==> config.mk <==
export PLATFORM = sky130hd
export DESIGN_NAME = seg7_scan_capture
export DESIGN_NICKNAME = d
export VERILOG_FILES = /design/src/rtl/seg7_scan_capture.sv
export SDC_FILE = /design/constraint.sdc
export NUM_CORES = 1
export LEC_CHECK = 0
export CAP_MARGIN = 20
export CORE_MARGIN = 4
export CORE_UTILIZATION = 40
export DETAILED_ROUTE_END_ITERATION = 8
export SLEW_MARGIN = 20
export SYNTH_ARGS = -nofsm -noshare
export SYNTH_HDL_FRONTEND = slang
export SYNTH_SLANG_ARGS = --single-unit
export TNS_END_PERCENT = 30
==> constraint.sdc <==
create_clock -name wb_clk_i -period 4.6 [get_ports wb_clk_i]
set_input_delay 0.46 -clock wb_clk_i [delete_from_list [all_inputs] [get_ports wb_clk_i]]
set_output_delay 0.46 -clock wb_clk_i [all_outputs]
set_load 0.03 [all_outputs]
### Met3 routing, run 1

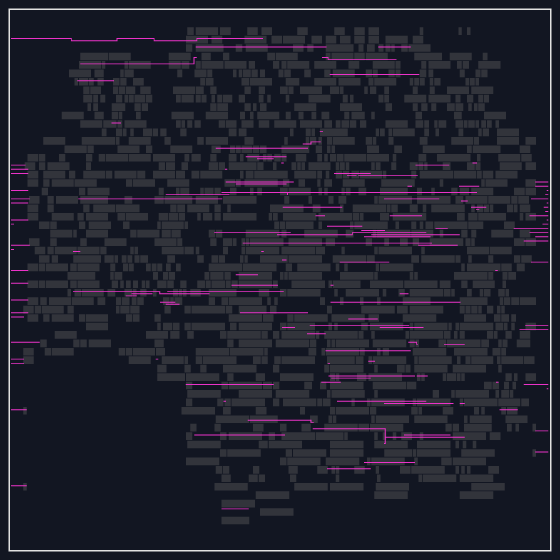
main direction: horizontal
share of all routed wire: 6.0%
met3 Resource Use GR: 2.719%
total routed wirelength: 26.55 mm
via count: 7844

### Logic cells by family, run 1

The bar under the picture is 50 um long.
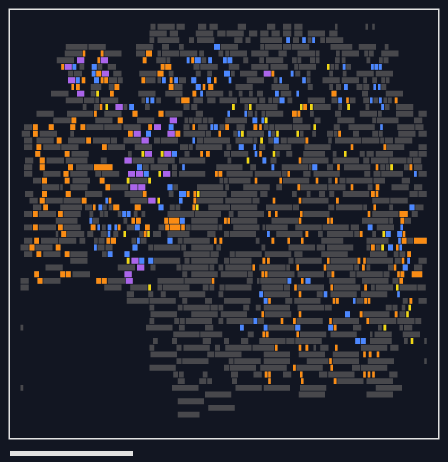
legend:
  blue:
    family: NAND gates
    cells: 115
    most_used: nand2_1
  yellow:
    family: inverters
    cells: 37
    most_used: inv_1
  orange:
    family: NOR gates
    cells: 222
    most_used: nor2_1
  purple:
    family: XOR/XNOR gates
    cells: 26
    most_used: xnor2_1
Commonest Layout Cell: dfxtp_1
logic share of the area: 31.15%

### Routed clock nets over the placement, run 1

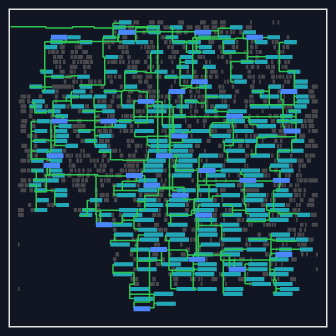
legend:
  blue:
    item: cells driving clock nets
    count: 29
  green:
    item: clock wires
    length: 3100 um
  cyan:
    item: flip-flops
    count: 265
flops lie: spread over the die
routed clock nets: 30
Latency at later pin: 540 ps
clock share of power: 45.1%
final setup skew: 11.35 ps

==> impl_metrics.env, run 1 <==
# flow metrics
export IMPL_simple_gate_share_pct=20.75
export IMPL_drt_initial_drc_count=613
export IMPL_min_path_type="reg -> reg"
export IMPL_yosys_register_bits=265
export IMPL_wl_met3_mm=1.597
export IMPL_crit_chain="nor4_4, nand2_1, a2111o_1, a41o_1, nor3_2, buf_4, nand3_1, nand2b_1"
export IMPL_maxCapViolCount=0
export IMPL_core_area_um2=27030
export IMPL_top_cell="dfxtp_1"
export IMPL_warnings=87
export IMPL_cp_max_fo=17
export IMPL_grt_use_met2_pct=27.85
export IMPL_setup_viol=0
export IMPL_reg2regPathDepth=8
export IMPL_drc=0
export IMPL_synthAoiAreaFrac_pct=11.99
export IMPL_grt_met1_usage_pct=24.81
export IMPL_setup_tns_final_ps=0
export IMPL_mux_share_pct=0.5895
export IMPL_p_total_w=0.005129
export IMPL_crit_path_start_kind="flip-flop"
export IMPL_via_per_inst=5.402
export IMPL_fin_nets=1184
export IMPL_synth_comb_largest_family="simple AND/OR/NAND/NOR gates"
export IMPL_r2r_setup_slack_ps=910
export IMPL_yosys_warnings=0
export IMPL_netlist_cell_type_count=59
export IMPL_switching_share_pct=21.61
export IMPL_clk_pin_slew_worst_paths_ps=60
export IMPL_largest_reg_flops=140
export IMPL_postSynthAreaPerCell_um2=10.53
export IMPL_ir_drop_uv=270.5
export IMPL_top_area_cell="edfxtp_1"
export IMPL_dpl_cell_count=1399
export IMPL_chipArea_um2=30310
export IMPL_grt_remaining_overflow=0
export IMPL_p_sw_w=0.001108
export IMPL_final_hold_viol_count=0
export IMPL_status="finished, final reports clean"
export IMPL_netlist_area_um2=11040
export IMPL_pwr_share_comb_pct=4.8
export IMPL_synth_edff_count=131
export IMPL_cts_buffer_depth=3
export IMPL_hpwl_mm=18.12
export IMPL_internal_power_w=0.004021
export IMPL_post_synth_top_area_fraction_pct=35.64
export IMPL_port_buffers=57
export IMPL_grt_pass1_vias=7562
export IMPL_max_freq_mhz=271.2
export IMPL_tritoncts="yes"
export IMPL_hold_path_cell_count=1
export IMPL_synthTopCellsByCount="dfxtp_1 (134), edfxtp_1 (131), nor2_1 (126)"
export IMPL_leakagePower_nw=4.466
export IMPL_top_layer_used="met4"
export IMPL_fin_area_um2=12870
export IMPL_cts_hold_buf=0
export IMPL_worst_pin_slew_ps=1069
export IMPL_wirelength_met1_mm=12.34
export IMPL_rsz0062_at_grt="no"
export IMPL_final_min_clock_period_ps=3687
export IMPL_cts_repair_resized=0
export IMPL_antenna_found_initial=0
export IMPL_finalClockPeriodUsage_pct=80.15
export IMPL_stdcell_count=1452
export IMPL_relSlewSlack_pct=28.50
export IMPL_critPathKind="reg -> reg"
export IMPL_path_delay_family="simple AND/OR/NAND/NOR gates"
export IMPL_placed_area_um2=11920
export IMPL_ant_nets=0
export IMPL_grt_use_total_pct=17.30
export IMPL_async_reset_ff_share_pct=0
export IMPL_ys_cells=1048
==> run 1: power groups by stage <==
stage | sequential [W] | clock [W] | combinational (W)
floorplan | 0.00261 | 0 | 0.000160
global placement | 0.00262 | 0 | 0.000244
detailed placement | 0.00262 | 0 | 0.000246
CTS | 0.00257 | 0.00236 | 0.000247
global route | 0.00258 | 0.00246 | 0.000267
finish | 0.00257 | 0.00231 | 0.000245
==> run 1: final cells by class <==
cell class | instances | area, um^2 | share of cell area, %
Timing Repair Buffer | 78 | 725.7 | 5.638
Multi-Input combinational cell | 678 | 4010 | 31.15
Tap cell | 341 | 426.7 | 3.315
Sequential cell | 265 | 6616 | 51.40
Inverter | 37 | 138.9 | 1.079
Clock buffer | 35 | 758.2 | 5.890
Clock inverter | 18 | 196.4 | 1.526
### Drive-strength map, run 1

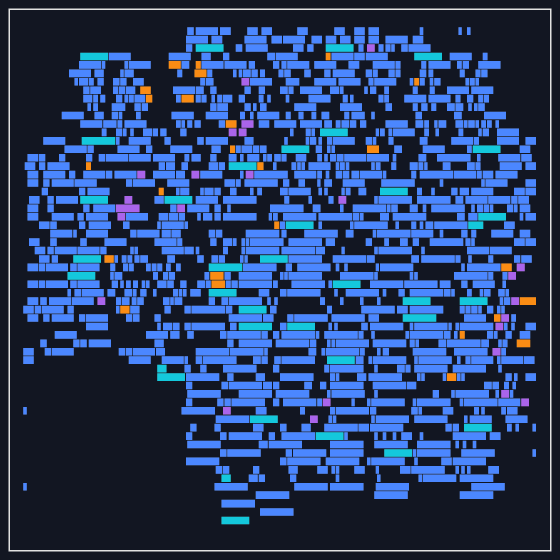

==> run 2: changes to the inputs <==
clock period = 3.02 ns   (was 4.6 ns; I/O delays follow)
### Drive-strength map, run 2

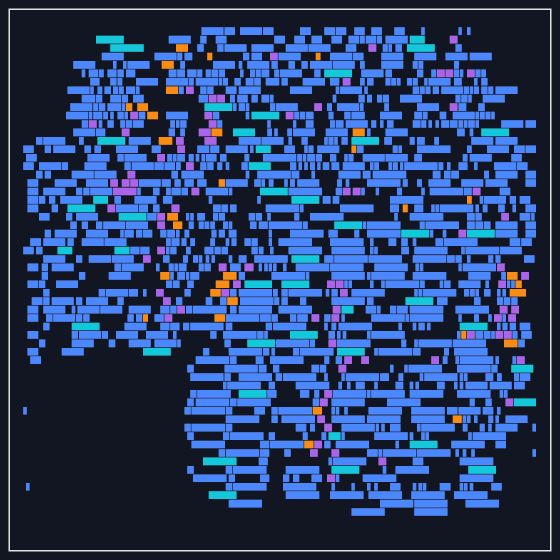
legend:
  orange:
    size: drive 2
    cells: 32
  purple:
    size: drive 3 to 4
    cells: 81
  cyan:
    size: drive 6 and up
    cells: 43
  blue:
    size: drive 1 or less
    cells: 1015
post-route design area: 13420 um^2
Area growth syn-to-layout: 21.63%

### Logic cells by family, run 2

The bar under the picture is 50 um long.
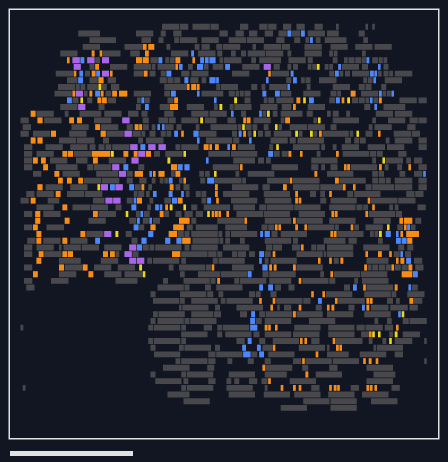
legend:
  yellow:
    family: inverters
    cells: 37
    most_used: inv_1
  blue:
    family: NAND gates
    cells: 115
    most_used: nand2_1
  orange:
    family: NOR gates
    cells: 222
    most_used: nor2_1
  purple:
    family: XOR/XNOR gates
    cells: 26
    most_used: xnor2_1
logic share of the area: 30.18%
fin cells: 1512

==> impl_metrics.env, run 2 <==
# flow metrics
export IMPL_internal_power_w=0.006124
export IMPL_synthTopCellsByCount="dfxtp_1 (134), edfxtp_1 (131), nor2_1 (126)"
export IMPL_final_hold_viol_count=0
export IMPL_min_path_type="in -> reg"
export IMPL_maxCapViolCount=0
export IMPL_ys_cells=1048
export IMPL_drt_initial_drc_count=634
export IMPL_cts_buffer_depth=3
export IMPL_synth_edff_count=131
export IMPL_hold_path_cell_count=2
export IMPL_pg_comb_w=0.000441
export IMPL_tritoncts="yes"
export IMPL_warnings=87
export IMPL_clk_pin_slew_worst_paths_ps=60
export IMPL_wirelength_met1_mm=12.14
export IMPL_ir_drop_uv=422.1
export IMPL_dr_total_vias=8020
export IMPL_p_total_w=0.007802
export IMPL_largest_reg_flops=140
export IMPL_worst_pin_slew_ps=848.0
export IMPL_switching_share_pct=21.51
export IMPL_leakagePower_nw=4.786
export IMPL_placed_area_um2=12400
export IMPL_yosys_register_bits=265
export IMPL_r2r_setup_slack_ps=130
export IMPL_max_freq_mhz=346.3
export IMPL_top_layer_used="met4"
export IMPL_crit_path_start_kind="flip-flop"
export IMPL_chipArea_um2=30310
export IMPL_worstSkewPairLatency_ps=540
export IMPL_routed_wirelength_mm=27.19
export IMPL_pwr_share_comb_pct=5.6
export IMPL_grt_use_total_pct=17.60
export IMPL_grt_met1_usage_pct=25.06
export IMPL_antenna_found_initial=0
export IMPL_top_cell="dfxtp_1"
export IMPL_critPathKind="reg -> reg"
export IMPL_fin_nets=1245
export IMPL_path_delay_family="simple AND/OR/NAND/NOR gates"
export IMPL_synth_comb_largest_family="simple AND/OR/NAND/NOR gates"
export IMPL_async_reset_ff_share_pct=0
export IMPL_via_per_inst=5.304
export IMPL_simple_gate_share_pct=20.75
export IMPL_hpwl_mm=19.35
export IMPL_grt_use_met2_pct=28.32
export IMPL_drc=0
export IMPL_cts_hold_buf=0
export IMPL_grt_remaining_overflow=0
export IMPL_setup_tns_final_ps=0
export IMPL_dpl_cell_count=1457
export IMPL_grt_pass1_vias=7670
export IMPL_mux_share_pct=0.5895
export IMPL_cp_max_fo=8
export IMPL_top_area_cell="edfxtp_1"
export IMPL_status="finished, final reports clean"
export IMPL_p_sw_w=0.001678
export IMPL_use_met3_pct=2.632
export IMPL_port_buffers=57
export IMPL_synthAoiAreaFrac_pct=11.99
export IMPL_yosys_warnings=0
export IMPL_netlist_cell_type_count=59
### Routed clock nets over the placement, run 2

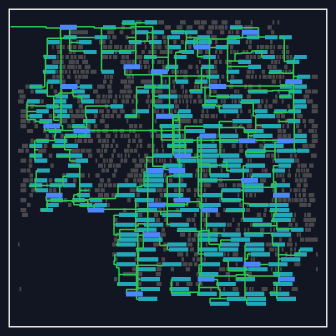
legend:
  cyan:
    item: flip-flops
    count: 265
  green:
    item: clock wires
    length: 3190 um
  blue:
    item: cells driving clock nets
    count: 29
flops lie: spread over the die
Power Clock: 0.00347 W
clock share of power: 44.4%
final setup skew: 16.32 ps

[run 2: cell counts after synthesis]
Identical to the previous run, type by type.
[run 2: repair_timing]
| item | in CTS | in global routing |
|---|---|---|
| pin swaps | 0 | 2 |
| setup endpoints to repair | 24 | 116 |
| setup buffers | 0 | 3 |
| gates resized | 3 | 8 |
[run 2: layout make-up]
type	instances	area, um^2	area share (%)
inverter	37	138.9	1.035
timing repair buffer	139	1241	9.246
clock inverter	14	118.9	0.8855
clock buffer	38	830.8	6.189
tap	341	426.7	3.178
sequential	265	6616	49.29
multi-input combinational	678	4051	30.18
[run 2: cell families after synthesis]
group                      count (synthesis)
AOI/OAI and AO/OA                        199
other                                      1
buffers and inverters                    111
adders and majority gates                  5
muxes                                      6
xor gates and xnor gates                  26
and+or+nand+nor                          435
DFF                                      265
No activity file was given, so power comes from the tool's default toggle rates.
